[src/rtl/writeback_sched.sv]
// Writeback-port scheduler: buffers execute results, arbitrates against loads with
// anti-starvation, and flags RAW hazards for decode. Optional macro: WB_SCHED_BYPASS_EN.
package writeback_sched_pkg;
  typedef struct packed {
    logic [1:0]  sel;
    logic [15:0] aluout;
    logic [15:0] pcout;
    logic [15:0] npc;
    logic [2:0]  dr;
  } ex_entry_t;
endpackage

module writeback_sched
  import writeback_sched_pkg::*;
#(
  parameter int unsigned EX_DEPTH       = 2,
  parameter int unsigned MAX_MEM_STREAK = 4
) (
  input  logic        clock,
  input  logic        reset,
  input  logic        ex_valid,
  output logic        ex_ready,
  input  logic [1:0]  ex_sel,
  input  logic [15:0] ex_aluout,
  input  logic [15:0] ex_pcout,
  input  logic [15:0] ex_npc,
  input  logic [2:0]  ex_dr,
  input  logic        mem_valid,
  output logic        mem_ready,
  input  logic [15:0] mem_data,
  input  logic [2:0]  mem_dr,
  input  logic [2:0]  sr1,
  input  logic [2:0]  sr2,
  input  logic        sr1_use,
  input  logic        sr2_use,
  output logic        stall,
  output logic [1:0]  W_Control,
  output logic [15:0] aluout,
  output logic [15:0] pcout,
  output logic [15:0] npc,
  output logic [15:0] memout,
  output logic        enable_writeback,
  output logic [2:0]  dr
);

  localparam int unsigned PTR_W = $clog2(EX_DEPTH);
  localparam int unsigned CNT_W = $clog2(EX_DEPTH + 1);
  localparam int unsigned STK_W = $clog2(MAX_MEM_STREAK + 1);

  ex_entry_t        fifo_q [EX_DEPTH];
  logic [PTR_W-1:0] rd_ptr;
  logic [PTR_W-1:0] wr_ptr;
  logic [CNT_W-1:0] count;
  logic [STK_W-1:0] streak;

  ex_entry_t in_entry;
  ex_entry_t head;
  logic      fifo_empty;
  logic      fifo_full;
  logic      force_ex;
  logic      mem_win;
  logic      ex_win;
  logic      bypass;
  logic      push;
  logic      pop;
  logic [7:0] busy;

  // Arbitration and handshake, all from start-of-cycle state
  always_comb begin
    in_entry   = '{sel: ex_sel, aluout: ex_aluout, pcout: ex_pcout, npc: ex_npc, dr: ex_dr};
    head       = fifo_q[rd_ptr];
    fifo_empty = (count == '0);
    fifo_full  = (count == CNT_W'(EX_DEPTH));
    force_ex   = !fifo_empty && (streak == STK_W'(MAX_MEM_STREAK));
    mem_win    = mem_valid && !force_ex;
    ex_win     = !mem_win && !fifo_empty;
`ifdef WB_SCHED_BYPASS_EN
    bypass     = fifo_empty && !mem_valid && ex_valid;
`else
    bypass     = 1'b0;
`endif
    push       = ex_valid && !fifo_full && !bypass;
    pop        = ex_win;
  end

  assign ex_ready  = !fifo_full;
  assign mem_ready = !force_ex;

  // Destination registers still owed a write: queued entries, the live strobe, an offered load
  always_comb begin
    busy = '0;
    for (int unsigned i = 0; i < EX_DEPTH; i++) begin
      if (CNT_W'(i) < count) busy[fifo_q[PTR_W'(rd_ptr + PTR_W'(i))].dr] = 1'b1;
    end
    if (enable_writeback) busy[dr] = 1'b1;
    if (mem_valid) busy[mem_dr] = 1'b1;
    stall = (sr1_use && busy[sr1]) || (sr2_use && busy[sr2]);
  end

  // Entry storage carries no reset; validity lives in count/pointers
  always_ff @(posedge clock) begin
    if (push) fifo_q[wr_ptr] <= in_entry;
  end

  always_ff @(posedge clock) begin
    if (reset) begin
      rd_ptr <= '0;
      wr_ptr <= '0;
      count  <= '0;
      streak <= '0;
    end else begin
      if (push) wr_ptr <= wr_ptr + PTR_W'(1);
      if (pop)  rd_ptr <= rd_ptr + PTR_W'(1);
      if (push && !pop)      count <= count + CNT_W'(1);
      else if (pop && !push) count <= count - CNT_W'(1);
      if (fifo_empty || ex_win)                              streak <= '0;
      else if (mem_win && streak != STK_W'(MAX_MEM_STREAK)) streak <= streak + STK_W'(1);
    end
  end

  // Writeback-stage output registers; operands hold when nothing wins
  always_ff @(posedge clock) begin
    if (reset) begin
      W_Control        <= 2'd0;
      aluout           <= 16'd0;
      pcout            <= 16'd0;
      npc              <= 16'd0;
      memout           <= 16'd0;
      enable_writeback <= 1'b0;
      dr               <= 3'd0;
    end else if (mem_win) begin
      W_Control        <= 2'd1;
      memout           <= mem_data;
      dr               <= mem_dr;
      enable_writeback <= 1'b1;
    end else if (ex_win) begin
      W_Control        <= (head.sel == 2'd1) ? 2'd0 : head.sel;
      aluout           <= head.aluout;
      pcout            <= head.pcout;
      npc              <= head.npc;
      dr               <= head.dr;
      enable_writeback <= 1'b1;
    end else if (bypass) begin
      W_Control        <= (ex_sel == 2'd1) ? 2'd0 : ex_sel;
      aluout           <= ex_aluout;
      pcout            <= ex_pcout;
      npc              <= ex_npc;
      dr               <= ex_dr;
      enable_writeback <= 1'b1;
    end else begin
      enable_writeback <= 1'b0;
    end
  end

`ifndef SYNTHESIS
  always_ff @(posedge clock) begin
    if (!reset && ex_valid && ex_ready)
      assert (ex_sel != 2'd1) else $error("writeback_sched: illegal ex_sel=1 accepted");
  end
`endif

endmodule

[config.mk]
export PLATFORM = sky130hd
export DESIGN_NAME = writeback_sched
export DESIGN_NICKNAME = d
export VERILOG_FILES = /design/src/rtl/writeback_sched.sv
export SDC_FILE = /design/constraint.sdc
export NUM_CORES = 1
export LEC_CHECK = 0
export CORE_ASPECT_RATIO = 0.75
export CORE_MARGIN = 5
export CORE_UTILIZATION = 45
export DETAILED_ROUTE_END_ITERATION = 16
export HOLD_SLACK_MARGIN = 0.05
export PLACE_DENSITY = 0.79
export SLEW_MARGIN = 20
export SYNTH_ARGS = -nofsm -noshare
export SYNTH_HDL_FRONTEND = slang
export SYNTH_SLANG_ARGS = --single-unit
[constraint.sdc]
create_clock -name clock -period 4.16 [get_ports clock]
set_input_delay 0.416 -clock clock [delete_from_list [all_inputs] [get_ports clock]]
set_output_delay 0.416 -clock clock [all_outputs]
set_load 0.02 [all_outputs]
**Signal wires on met3**

Bar = 50 um.
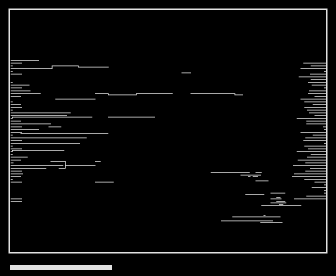
main direction = horizontal
wire length on this layer = 1250 um

**Routing congestion map**

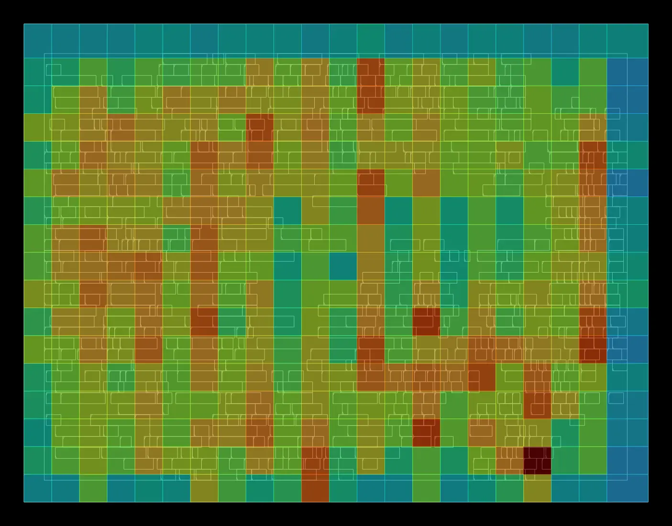
GRT met1 Usage: 21.9%
Final Util: 61.2%
layer with the highest usage: met2
met2 usage: 27.4%
Avg WL per Cell: 17.1 um

==> results_slide.txt <==
Synthesis and Place & Route Summary

Timing
  – Setup Viol. Count Final: 0
  – Fin Hold WS: roughly 0.46 ns
  – Rel. slew slack: between 30% and 40%
  – Maximum operating frequency: between 0.2 and 0.3 GHz
  – Setup TNS: 0 ns
  – Final worst slack: between 0.5 and 0.6 ns

GRT
  – Total global-route track usage: ~17%
  – First-pass GRT wire length: 25.0 mm
  – GR Overflow Total: 0
  – Vias in the first global route: 4910

Run status
  – Outcome: finished, final reports clean

Logic synthesis
  – Xor/xnor share: less than 1%
  – Synth cell types: 37
  – Yosys Warn Count: 0
  – Top FF cell, synth: edfxtp_1
  – Post-synth seq share: approximately two thirds
  – Yosys Instances: 551
  – Synthesized area per cell: roughly 13 um^2
  – Syn nets: around 640

Floorplan
  – DIE AREA: roughly 0.018 mm^2
  – Core area: between 0.015 and 0.02 mm^2

Pwr
  – Pwr/cell area: between 500 and 600 mW/mm^2
  – Top power group: sequential cells
  – Clk pwr share: roughly a quarter
  – Total power: 0.00548 W
  – Logic power comb: about 0.0016 W

Critical path
  – Worst R2R Setup Slack: 1.68 ns
  – Crit path kind: flip-flop to output pin
  – FF-to-FF Start: count[0]$_SDFFE_PP0P_

Min path
  – Worst Hold Path Cells: 2

Placement
  – Post-detail-place hpwl: roughly 11 mm
  – DP Area: roughly 0.009 mm^2

Flow run
  – Log Warnings: 29

Layout
  – Area growth from synthesis to layout: 32.3%

Clock network
  – Max H-tree Level: 4
  – Reg clk slew, reported paths: roughly 0.060 ns
  – CTS tree: yes
**Met1 routing**

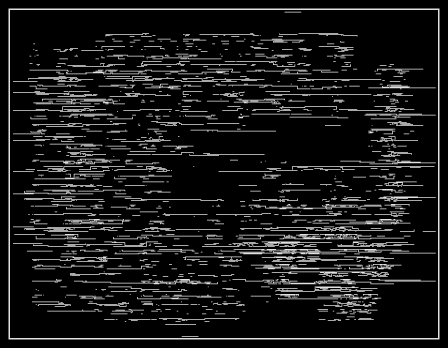
nets with wire on the layer = 703
share of all routed wire = 44%
wire length on this layer = 6930 um
longest straight run = 51.5 um
main direction = horizontal
via count: 4867
WL final: 15.7 mm

-- final cells by class --
cell class,count,area [um^2]
fill,1178,5960
sequential,184,4750
multi-input combinational,324,2210
timing repair buffer,162,1630
clock buffer,20,437
tap,205,256
clock inverter,12,92.6
inverter,11,41.3
-- metal layers --
metal | wire (um) | global-route usage (%) | vias up
li1 | - | - | 2372
met1 | 6930 | 21.9 | 2339
met2 | 7410 | 27.4 | 145
met3 | 1250 | 5.47 | 11
met4 | 88 | 4.21 | 0
met5 | 0 | 0 | -
-- critical path, cell delays in order, from the launching register on --
cell and delay (ns):
dfxtp_1 0.53, mux2_2 0.43, a211oi_1 0.42, nor3_1 0.10, a2111oi_0 0.45, o41ai_1 0.15
nand2_1 0.07, clkdlybuf4s50_1 0.60
Power figures rest on the tool's default switching activity, not on a simulated workload.
